Figure 1. Placement view (run 1).
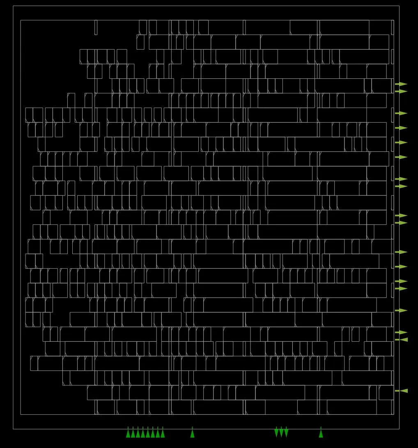
Figure 2. I/O nets highlighted (run 1).
The bar under the picture is 20 um long.
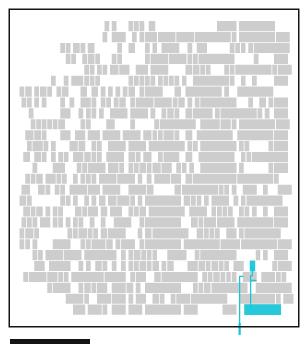
Figure 3. M2 wires (run 1).
The bar under the picture is 20 um long.
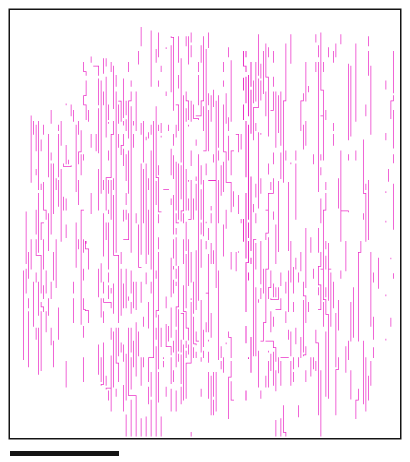
==> src/rtl/ascii_number_parser.sv <==
// Converts a stream of received ASCII decimal digits into an unsigned operand, one line at a time.
// Optional feature: define ASCII_PARSER_ESC_EN so that ESC aborts the current line silently.
module ascii_number_parser #(
    parameter int WIDTH      = 16,
    parameter int MAX_DIGITS = 5
) (
    input  logic             clk,
    input  logic             rst,
    input  logic [7:0]       rx_data,
    input  logic             rx_ready,
    input  logic             rx_error,
    output logic [WIDTH-1:0] value,
    output logic             value_valid,
    output logic             parse_error,
    output logic             busy
);

    localparam int CW = $clog2(MAX_DIGITS + 1);
    localparam logic [CW-1:0] MAX_CNT = CW'(MAX_DIGITS);

    typedef enum logic [1:0] {IDLE, ACCUM, BAD} state_t;

    state_t           state, state_n;
    logic [WIDTH-1:0] acc, acc_n, value_n;
    logic [CW-1:0]    digit_cnt, cnt_n;
    logic             vv_n, pe_n;
    logic             rdy_q, err_q;
    logic             rdy_edge, err_edge;
    logic             is_digit, is_term, is_esc;
    logic [WIDTH+3:0] nxt;

    // The receiver holds its level signals for many cycles; only rising edges count.
    assign rdy_edge = rx_ready & ~rdy_q;
    assign err_edge = rx_error & ~err_q;
    assign is_digit = (rx_data >= 8'h30) && (rx_data <= 8'h39);
    assign is_term  = (rx_data == 8'h0D) || (rx_data == 8'h0A);
`ifdef ASCII_PARSER_ESC_EN
    assign is_esc   = (rx_data == 8'h1B);
`else
    assign is_esc   = 1'b0;
`endif
    assign busy     = (digit_cnt != '0) || (state == BAD);

    always_ff @(posedge clk or posedge rst) begin
        if (rst) begin
            state       <= IDLE;
            acc         <= '0;
            digit_cnt   <= '0;
            value       <= '0;
            value_valid <= 1'b0;
            parse_error <= 1'b0;
            rdy_q       <= 1'b0;
            err_q       <= 1'b0;
        end else begin
            state       <= state_n;
            acc         <= acc_n;
            digit_cnt   <= cnt_n;
            value       <= value_n;
            value_valid <= vv_n;
            parse_error <= pe_n;
            rdy_q       <= rx_ready;
            err_q       <= rx_error;
        end
    end

    // acc*10 + d in four extra bits so an overflow past 2^WIDTH-1 stays visible.
    always_comb begin
        state_n = state;
        acc_n   = acc;
        cnt_n   = digit_cnt;
        value_n = value;
        vv_n    = 1'b0;
        pe_n    = 1'b0;
        nxt     = ({4'b0000, acc} << 3) + ({4'b0000, acc} << 1)
                + {{WIDTH{1'b0}}, rx_data[3:0]};

        if (err_edge) begin
            state_n = BAD;
        end else if (rdy_edge) begin
            if (is_esc) begin
                state_n = IDLE;
                acc_n   = '0;
                cnt_n   = '0;
            end else if (is_term) begin
                if (state == ACCUM) begin
                    value_n = acc;
                    vv_n    = 1'b1;
                end else if (state == BAD) begin
                    pe_n = 1'b1;
                end
                state_n = IDLE;
                acc_n   = '0;
                cnt_n   = '0;
            end else if (state != BAD) begin
                if (is_digit && (nxt[WIDTH+3:WIDTH] == 4'b0000) && (digit_cnt != MAX_CNT)) begin
                    acc_n   = nxt[WIDTH-1:0];
                    cnt_n   = digit_cnt + 1'b1;
                    state_n = ACCUM;
                end else begin
                    state_n = BAD;
                end
            end
        end
    end

endmodule

==> config.mk <==
export PLATFORM = sky130hd
export DESIGN_NAME = ascii_number_parser
export DESIGN_NICKNAME = d
export VERILOG_FILES = /design/src/rtl/ascii_number_parser.sv
export SDC_FILE = /design/constraint.sdc
export NUM_CORES = 1
export LEC_CHECK = 0
export ABC_AREA = 1
export CORE_ASPECT_RATIO = 1.1
export CORE_UTILIZATION = 57
export CTS_CLUSTER_SIZE = 8
export DETAILED_ROUTE_END_ITERATION = 8
export PLACE_DENSITY = 0.81
export SYNTH_ARGS = -nofsm -noshare
export SYNTH_HDL_FRONTEND = slang
export SYNTH_SLANG_ARGS = --single-unit
==> constraint.sdc <==
create_clock -name clk -period 2.9 [get_ports clk]
set_clock_uncertainty 0.15 [all_clocks]
set_input_delay 0.435 -clock clk [delete_from_list [all_inputs] [get_ports clk]]
set_output_delay 0.435 -clock clk [all_outputs]
set_load 0.03 [all_outputs]
==> run notes, run 1 <==
The run finished with clean final reports. The length in cells of the worst reg-to-reg path was 18. Looking at the power breakdown, the clock network takes 37.9% of the total. With the final critical path time including I/O delays and setup at 2.769 ns, the yosys-reported design area after synthesis is 3059 sq um. Classification of the worst setup path: reg2reg. In the synthesized netlist, mux cells make up 0% of the area. For this run, global-route usage on met2 was measured as 44.34%. The final weighted congestion in routability-driven placement is 0.9320. For reference, the top logic cell family by area is simple AND/OR/NAND/NOR gates. The tool warning count for the run is 29. OpenSTA, run right after detailed placement, puts the worst setup slack at -0.5044 ns. In the final layout, the registers with the most flip-flops are acc x16, value x16, digit_cnt x3. The data required time reported for the critical path is 2.93 ns. Summing the areas of all and, or, nand and nor instances in the mapped netlist gives 35.13% of the synthesized area. The setup slack on the worst flop-to-flop path was 0.13 ns.

For reference, the top cells by count after synthesis are sky130_fd_sc_hd__nand2_1, sky130_fd_sc_hd__inv_1, sky130_fd_sc_hd__dfrtp_1, sky130_fd_sc_hd__nor2_1, sky130_fd_sc_hd__nand3_1. The run gives 6797 um for the total length of routed wires. The multi-input combinational cell count came out at 332.

The worst setup path is captured at a register. The die is 71.85 um wide. The run gives 2.411% as the met3 demand-to-capacity share in global routing. For the number of optimization iterations in the first detailed-route pass, the log shows 5.

In this run the worst path has a maximum fanout of 8. The worst hold path was traced through 2 stages. The logs give 42 for the pin count of the biggest net entering global routing and 10.0% for the power share of the combinational group. The run gives 0 as the number of antenna violations at the first check in global routing.

The period utilization is 95.48%. Via total after detailed routing: 2844. HPWL after detailed placement: 5542 um. The first global-routing pass estimated 12030 um of wire.

With the hold buffer count at CTS at 0, the multi-input gate share of total cell area is 48.45%. With the average cell area after synthesis at 6.984 sq um, the post-CTS repair timing setup buffer count is 0. The critical path contains buffers and inverters numbering 3 combined. The peak-usage layer in the global routing report is met2.

The largest single stage delay on the critical path is 0.47 ns. In the global route stage, overall resource usage came out at 27.15%. For this design the total switching power over the nets is 0.2521 mW. The number of buffers created by CTS was 5. The top cell types in the final layout, fill and taps aside, are sky130_fd_sc_hd__nand2_1, sky130_fd_sc_hd__inv_1, sky130_fd_sc_hd__nor2_1, sky130_fd_sc_hd__dfrtp_1, sky130_fd_sc_hd__nand3_1.

During synthesis, Yosys emitted a total of 0 warnings. Per the run summary, max-cap violations total 0. The tools report the final number of setup-violating endpoints as 0. The core region is 5101 sq um. In the final layout, the share of cells above drive strength 1 is 10.08%.

The finished design was reported to have a net count of 534. Timing endpoint of the critical path: acc[11]. The critical path depth in cells was 18. Looking at the worst setup and hold paths, the clock pins of their registers show a slew of 0.07 ns. Sequential fraction of total cell area: 27.98%. Cell chosen for the clock root: sky130_fd_sc_hd__clkbuf_8. For this sky-water flow run, the detailed-routed wirelength per cell is reported as 12.18 um.

The floorplan utilization was 59.97%. With the overflow left after global routing at 0, the fmax is 0.3611 GHz. During I/O placement, the number of pins put on the boundary was 31.

Counting plain and timing-repair buffers in the layout gives 51. The highest supply drop recorded on VDD is 161.1 uV. The most common logic cell in the final layout is sky130_fd_sc_hd__nand2_1. The number of flip-flops and latches was 41; the insertion delay at the late pin of the worst-skew pair was 0.29 ns.

The post-route report lists met1 wire length as 3188 um. Per the CTS log, the maximum H-tree level is 2. After clock tree synthesis, the repair step resized 2 gates.

Largest power group: registers. For the worst reg-to-reg path, the startpoint reported by OpenROAD is acc[0]. The synthesized netlist net count is 486, and the total negative setup slack is 0 ns. Per the detailed placement report, the placed cell area equals 3521 sq um. The antenna diode count is 0. Per the synthesis report, the AND-OR/OR-AND share of the synthesized area is 5.276%.

In this run, the synthesized area fraction spent on xor and xnor cells is recorded as 2.004%. Per the final report, max-transition violations number 0. The number of distinct standard cells referenced by the synthesized netlist is 30, and the cell area after layout is 3667 sq um.

No sink is reached through more buffers than the 2 on the longest clock path. The synthesis report gives the async set-or-reset register share as 100.0%. Hold-check failures listed in the final report amount to 0. The total power consumption of the routed design was 1.132 mW. In this run the worst setup path begins at acc[0]. The run gives 0.4895 ns for the slew of the pin with the lowest slew margin. The critical path data arrival time came out at 2.80 ns. Tap insertion was completed with 72 tapcells.

Looking at the area split, the leading class of cells is combinational gates. sky130_fd_sc_hd__nand2_1 is the most common cell in the netlist. Per the hold report, the tightest min-delay path originates at value[8].

Global routing consumed, on the met1 layer, 36.67% of the routing resources. TritonCTS built the clock tree. Walking the worst path, the cells encountered are inv_2 -> fa_2 -> fa_2 -> inv_2 -> nand2_1 -> nand2_1 -> nand3_1 -> nand2_2 -> nand2_1 -> nand2_1 -> nand2_1 -> nand2_1 -> nor2_2 -> nand2_2 -> nand2_2 -> buf_6 -> nand2_1 -> nand2_1. The script logs the ratio of routed vias to standard cells as 5.097. The adder and majority gate portion of the synthesized area is 15.21%.

The y dimension of the die was 78.84 um. The post-synthesis register bit count came out at 41. In this run the worst hold path is classified as reg2reg.

In this run the cell area of the synthesized design comes to 3059 sq um. Of all cell types, the one taking the most synthesized area is sky130_fd_sc_hd__dfrtp_1. The cell count after synthesis came out at 438.

The tools report the register area as 1026 sq um. After synthesis, the largest area contributor takes up 33.54% of total cell area. In this run the layout overhead on the synthesized area is reported as 19.88%. The clock buffer instance count of the final layout is 5, and the chip area is 5664 sq um.

Setup repair after global routing could not meet its margin everywhere. The final standard cell count with taps included and fillers excluded was 558; the number of placed instances with taps included was 548. The violation count after the first detailed-routing iteration came out at 186. In the final layout, the multi-input gates occupy 1777 sq um. Summed over all combinational cells, the power is 0.113 mW.

The run gives 0 for the count of flip-flops with a built-in enable after synthesis. Summing the sequential cell areas from Yosys gives 33.54% of the chip area. The commonest register cell is sky130_fd_sc_hd__dfrtp_1.

The run gives 2730 for the via count of the first global-routing pass. For reference, the top cells by area after synthesis are sky130_fd_sc_hd__dfrtp_1, sky130_fd_sc_hd__nand2_1, sky130_fd_sc_hd__ha_1. The cell type of the slowest stage on the worst timing path is sky130_fd_sc_hd__fa_2. The leakage dissipation is 2.143 nW.

The path with the worst hold slack has its endpoint at value[8]. The number of port buffers works out to 30. The run gives 22.28% for the switching part of the total. The detail route stage leaves a number of antenna-violating nets equal to 0. The logs give 0.1310 ns for the final worst setup slack and 41 for the number of clock sinks.

For the placement row count, the log shows 27. Top metal layer carrying routed signals: met4. Wire segments on met3 add up to 266 um in the final route. The wire length on met2 was 3153 um; the power in the clock group was 0.429 mW.

The internal power of the cells totals 0.8795 mW.
Notes on Figure 1 above:
final core utilization: 71.89%
FILL cells: 429

Notes on Figure 2 above:
| colour | port | bits | direction | end cells | buffers | wire |
|---|---|---|---|---|---|---|
| cyan | `rx_error` | 1 | input | 2 | 1 | 25.8 um |

Notes on Figure 3 above:
share of all routed wire: 46%
longest straight run: 43.5 um

Figure 4. Sequential cells coloured by netlist name (run 1).
Other sequential cells in the stronger grey, the rest of the logic in the fainter grey.
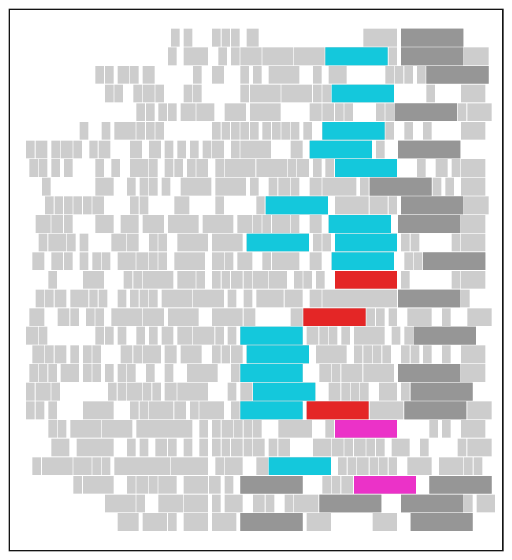

==> run 2: changes to the inputs <==
CELL_PAD_IN_SITES_DETAIL_PLACEMENT = 2   (was unset)
CELL_PAD_IN_SITES_GLOBAL_PLACEMENT = 2   (was unset)
CORE_UTILIZATION = 32   (was 57)
PLACE_DENSITY = 0.8   (was 0.81)
Figure 5. Sequential cells coloured by netlist name (run 2).
Other sequential cells in the stronger grey, the rest of the logic in the fainter grey.
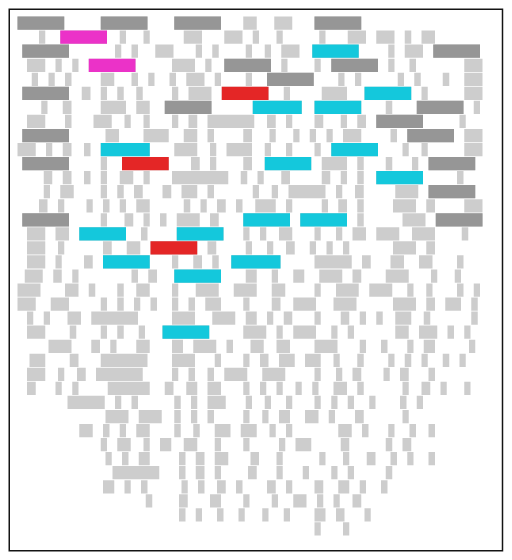
| colour | signal | sequential cells |
|---|---|---|
| cyan | `acc` | 16 |
| magenta | `state` | 2 |
| red | `digit_cnt` | 3 |
not coloured: 20

==> run 2 against run 1 <==
  * Clock power up 4%
  * Count of clock-buffer cells in the layout unchanged
  * First-iteration DRC count down 39%
  * Critical path type unchanged
==> run notes, run 2 <==
For the synthesized netlist net count, the log shows 486. The number of distinct standard cells referenced by the synthesized netlist is 30. Port buffering added 30 buffers. Setup total negative slack on the finished layout was measured at 0 ns. The number of antenna violations at the first check in global routing was 0; the chip area was 9955 sq um. Routing resource usage on met1 recorded by global route was 25.45%. The critical path endpoint has a required time of 2.93 ns.

Yosys reports that the leading cell type by area covers 33.54% of the netlist area. The logs give 0 for the number of maximum-capacitance violations and 0 for the number of endpoints with negative hold slack in the final report. With the routed length per placed instance at 18.32 um, the H-tree depth reported by CTS is 2. The run gives 0 as the antenna diode count. By instance count after routing, the leading logic cell type is sky130_fd_sc_hd__nand2_1. With the period utilization at 97.63%, the total of fill cells in the finished design is 1104. The launch point of the worst min-delay path is recorded as value[4].

Summing every instance area after synthesis gives 3059 sq um. The transition time recorded at the tightest slew-check pin is 0.5443 ns. The number of warnings in the stage logs was 28. Y dimension of the die: 104.5 um. The synthesized netlist devotes 5.276% of its cell area to compound gates. In this run the core area contains 37 standard-cell rows. In this run, the synthesized area fraction spent on and/or/nand/nor cells is recorded as 35.13%. Per the post-route antenna check, the number of violating nets is 0. The global routing usage on met2 is 42.60%, and the final critical path time including I/O delays and setup is 2.831 ns. Pin count of the biggest net entering global routing: 42. Once layout is complete, the cells apart from fillers number 612. For hold timing, the worst endpoint is value[4]. Power share of the combinational group: 12.7%.

The run gives 0.447 mW as the power in the clock group. The run gives 0.8947 mW for the internal power contribution. The detailed router finished its first iteration with 113 violations.

Sequential cells placed in the final layout were counted as 41. The length of routed met3 wiring came out at 187 um. The buffer levels on the longest clock path is 2, and the combinational cell power is 0.151 mW. With the length in cells of the worst reg-to-reg path at 18, the share of final-layout standard cells stronger than drive strength 1 is 13.54%.

The post-route report lists met1 wire length as 4551 um. The clock buffer instance count of the final layout was 5; the hold buffer count at CTS was 0. In the synthesized netlist the dominant register cell turns out to be sky130_fd_sc_hd__dfrtp_1.

The maximum cell stage delay along the critical path is 0.46 ns, and the wire length on met2 is 6144 um. For the overflow left after global routing, the log shows 0. With the worst hold path stage count at 2, the average cell area after synthesis is 6.984 sq um. The first global-routing pass estimated 16920 um of wire. The critical path depth in cells works out to 18. Main combinational cell family by area after synthesis: simple AND/OR/NAND/NOR gates. The synthesized design contains 0 enable-type register cells. Summed over all nets, the half-perimeter wirelength after detailed placement is 8263 um.

The layout stage reports a final design area of 3887 sq um. The launch point of the critical path was reported as acc[0]. According to the report, the first pass of detailed routing completed in 4 iterations. The run gives 41 for the post-synthesis register bit count. The class of the tightest hold or removal check was reg2reg. The synthesis log from Yosys contains 0 warnings. Setup slack on the critical path of the routed design comes to 0.06863 ns.

The logs give -0.6070 ns for the setup slack after placement and 0.3532 GHz for the fmax. Summed over all routing layers, the global router reports a total usage of 22.09%. The run gives 15.21% for the adder and majority gate portion of the synthesized area. The register area is 1030 sq um. The number of well-tap cells placed came out at 117. For the via count of the first global-routing pass, the log shows 3384. With the leakage dissipation at 2.206 nW, the post-CTS clock slew at the launch and capture registers of the worst setup and hold paths is 0.08 ns.

The run gives 6 as the count of cells resized by post-cts repair. TritonCTS built the clock tree. At the end of the flow, the number of nets in the layout was 543. The multi-input gate share of total cell area is 47.25%, and the share of the synthesized netlist area taken by xor and xnor gates is 2.004%. STA classifies the critical path endpoint as a register. Classification of the worst setup path: reg2reg. The maximum fanout encountered on the critical timing path was 9. For this run, the detailed router reports a per-instance via density of 5.069.

The synthesis run shows multiplexers occupying 0% of the cell area. For the cell count after synthesis, the log shows 438. Looking at the global route congestion table, the highest-usage layer is met2. The placeable core region is 9305 sq um. The run gives 2.86 ns for the critical path data arrival time.

Per the STA report, the cell with the highest stage delay on the worst path is sky130_fd_sc_hd__fa_1. The worst-case IR drop observed on VDD is 269.9 uV. The routed design has 11210 um of wire. Per the placement report, the placed cell count is 597. In the post-synthesis netlist, the biggest area contributors are sky130_fd_sc_hd__dfrtp_1, sky130_fd_sc_hd__nand2_1, sky130_fd_sc_hd__ha_1. The run gives 3632 sq um as the placed cell area.

The largest registers in the layout are acc x16, value x16, digit_cnt x3. Fraction of registers with async set or reset after synthesis: 100.0%. The run finished with clean final reports. Sorting the synthesized cells by how often they occur yields sky130_fd_sc_hd__nand2_1, sky130_fd_sc_hd__inv_1, sky130_fd_sc_hd__dfrtp_1, sky130_fd_sc_hd__nor2_1, sky130_fd_sc_hd__nand3_1. Cell type taking the most area: combinational gates. The number of clock sinks came out at 41. Walking the worst path, the cells encountered are inv_2 -> fa_1 -> fa_2 -> inv_2 -> nand2_1 -> nand2_2 -> nand3_2 -> nand2_2 -> nand2_1 -> nand2_1 -> nand2_1 -> nand2_1 -> nor2_2 -> nand2_2 -> nand2_4 -> buf_12 -> nand2_1 -> nand2_1. Per the CTS log, the root buffer master is sky130_fd_sc_hd__clkbuf_8. For this run, the share of the core covered by cells in the final layout is 41.78%. Once the clock tree was built, the setup fixing pass inserted 2 buffers. The detailed router placed 3102 vias in this run. In this run switching power makes up 24.63% of total power. In this run the top signal layer used is met4. The reported net switching power was 0.2923 mW. The logs give 37.6% for the part of the total power dissipated in the clock network and 0 for the final number of setup-violating endpoints. The largest power group was registers. Register area share after synthesis: 33.54%. The skew report gives the latency at the later pin of the worst-skew pair as 0.29 ns. With the count of buffering cells on the critical path with inverters included at 3, the final weighted congestion in routability-driven placement is 0.8410. In this run the count of I/O pins placed on the die edge is 31.

Buffer count excluding the clock tree in the final layout: 60. The width of the chip was 95.23 um. After layout, the design draws a total of 1.187 mW. Per the timing report, the most critical flop-to-flop path originates at acc[0]. In the global route stage, met3 resource usage came out at 2.475%. The timing endpoint of the critical path is acc[3]. The synthesis stats list as the most numerous cell sky130_fd_sc_hd__nand2_1.

The multi-input combinational cell count was 332; the layout overhead on the synthesized area was 27.08%. According to the Yosys statistics, the synthesized design has a chip area of 3059 sq um. The logs give 32.88% for the floorplan utilization and 1837 sq um for the area of the multi-input gates.
Figure 6. Routed metal, one colour a layer (run 2).
Only two layers are drawn.
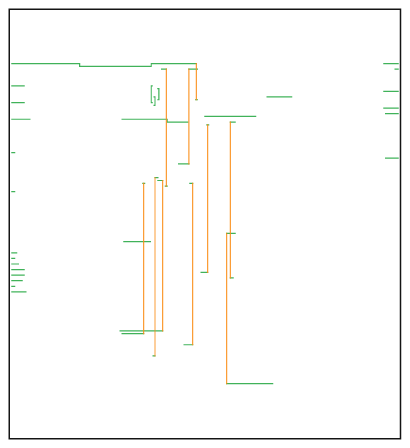

==> run 3: changes to the inputs <==
ABC_AREA = unset   (was 1)
CORE_UTILIZATION = 36   (was 32)
PLACE_DENSITY = 0.81   (was 0.8)
Figure 7. Routed metal, one colour a layer (run 3).
Only two layers are drawn.
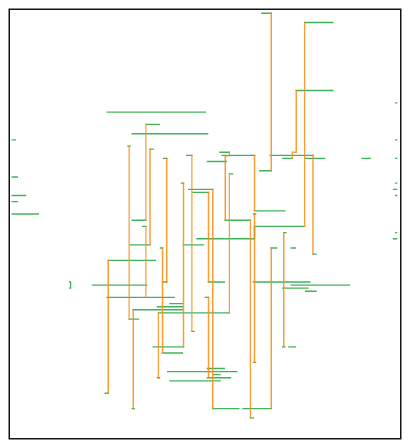
| colour | layer | wire length |
|---|---|---|
| orange | met4 | 685 um |
| green | met3 | 349 um |

==> run 3 against run 2 <==
  * The run now ends with negative setup slack left
  * Non-clock buffer count up 30
  * Utilization up 13 points
  * Combinational power down 57%
  * Worst hold slack better by 0.025 ns
  * Power shrank 10%
  * Via count is 9.6% lower
  * Die size shrank 19%
  * Largest cell class unchanged
==> run notes, run 3 <==
The run finished, with violations left. The checks that failed: negative setup slack. Setup slack on the worst path after placement came out at -0.9721 ns.

TritonCTS built the clock tree. Antenna diode count: 0. The tools report the via count of the first global-routing pass as 3199. For the part of the total power dissipated in the clock network, the log shows 39.8%. For reference, the critical path is captured by acc[9].

In the final report, the number of hold violations comes to 0. Yosys shows that the main logic family after synthesis is AND-OR/OR-AND gates. The global routing report lists met3 layer usage as 4.394%. Number of optimization iterations in the first detailed-route pass: 5. Yosys attributes the largest share of cell area to sky130_fd_sc_hd__dfrtp_1, sky130_fd_sc_hd__ha_1, sky130_fd_sc_hd__o21ai_0. In this run the vertical extent of the chip is 94.21 um. Largest power group: registers. The layout report lists the combined flip-flop and latch area as 1026 sq um. The run gives 0.0652 mW for the combinational cell power.

In the per-layer summary, the met1 wirelength comes to 4901 um. STA puts the critical path data required time at 2.93 ns. Class of the tightest hold or removal check: reg2reg. The critical path contains buffers and inverters numbering 2 combined. The class occupying the most area after layout is reported as combinational gates.

Routing resource usage on met2 recorded by global route was 63.07%. The signal on the critical path passes through ha_1 -> ha_1 -> a21oi_1 -> buf_4 -> o21ai_1 -> nor3_1 -> a211oi_2 -> xnor2_2 -> o2111ai_4 -> buf_6 -> o31ai_1. The H-tree was split into 2 levels. The gate-level netlist out of Yosys references 44 unique cell types. Yosys mapped a number of flops with a built-in enable equal to 0. Per the timing report, the biggest fanout along the worst path comes to 18. The number of flip-flops and latches came out at 41. Wire segments on met3 add up to 349 um in the final route.

Entering global routing, the biggest net connects 42 pins. Ranking logic cells in the layout by count gives the top entries sky130_fd_sc_hd__buf_4, sky130_fd_sc_hd__dfrtp_1, sky130_fd_sc_hd__ha_1. Per the GRT congestion report, total overflow comes to 0.

For this design, the sink count on the clock tree is 41. For this run, asynchronously set or reset flops after synthesis account for 100.0%. Leaving out buffers and inverters, the combinational logic in the layout accounts for 1889 sq um.

Per the finish-stage timing summary, setup violations number 21. Subtracting the final worst setup slack from the clock period gives 3.680 ns. The tools report the power in the clock group as 0.424 mW. The pin closest to its max-slew limit shows a slew of 0.5630 ns.

The leakage dissipation was 1.995 nW. The average cell area after synthesis works out to 9.730 sq um. Dividing the final minimum period by the clock period gives 126.9%. The number of port buffers came out at 30. The logs give 286 for the cell count after synthesis and 0.7938 mW for the internal power contribution.

The share of the core filled with cells was 54.29%; the share of the synthesized netlist area taken by xor and xnor gates was 3.777%. The final worst setup slack is -0.7800 ns, and the wire length on met2 is 7538 um. The endpoint with the worst hold slack is value[8]. The worst supply voltage drop on vdd was 168.2 uV; the number of antenna violations at the first check in global routing was 0. For the final standard cell count with taps included and fillers excluded, the log shows 480. Met1 usage: 34.01%.

The worst setup path is captured at a register. Across the whole layout, storage elements make up 25.29% of the cell area. The leading area contributor after synthesis was sky130_fd_sc_hd__dfrtp_1. After synthesis, the most frequently instantiated cells are sky130_fd_sc_hd__dfrtp_1, sky130_fd_sc_hd__ha_1, sky130_fd_sc_hd__o21ai_0, sky130_fd_sc_hd__nand3_1. The critical path depth in cells came out at 11. The cell type of the slowest stage on the worst timing path was sky130_fd_sc_hd__nor3_1. The most used logic cell in the final layout is sky130_fd_sc_hd__buf_4. The tools report the total power consumption of the routed design as 1.066 mW. Dividing the detail-routed wire length by the instance count gives 28.07 um. TritonCTS created 5 clock buffers. The run gives 0.30 ns for the insertion delay at the late pin of the worst-skew pair. Number of well-tap cells placed: 105.

The HPWL after detailed placement was 7509 um. Worst hold path stage count: 1. The placed instances occupy a cell area of 3593 sq um.

In the final layout, the registers with the most flip-flops are acc x16, value x16, digit_cnt x3. The final-report max-slew violation count is 0, and the adder and majority gate portion of the synthesized area is 16.73%. The multi-input gate share of total cell area came out at 46.56%.

In the layout the tool counted multi-input logic cells amounting to 217. The classification of the worst setup path was reg2reg. In the final layout, excluding clock buffers the buffer count is 90. Summing the areas of all and, or, nand and nor instances in the mapped netlist gives 14.97% of the synthesized area. The floorplan report gives the top-level pin count as 31.

The run gives 118 for the violation count after the first detailed-routing iteration. After synthesis the netlist holds a flip-flop and latch count of 41. Using the TritonRoute via totals, the vias-per-cell ratio works out to 5.840.

The cell chosen for the clock root is sky130_fd_sc_hd__clkbuf_8. The finished design was reported to have a net count of 422. The logs give 19060 um for the global-route wire length before repair and 0 for the number of routed nets with antenna violations.

Register area share after synthesis: 36.87%.
Power figures rest on the tool's default switching activity, not on a simulated workload.
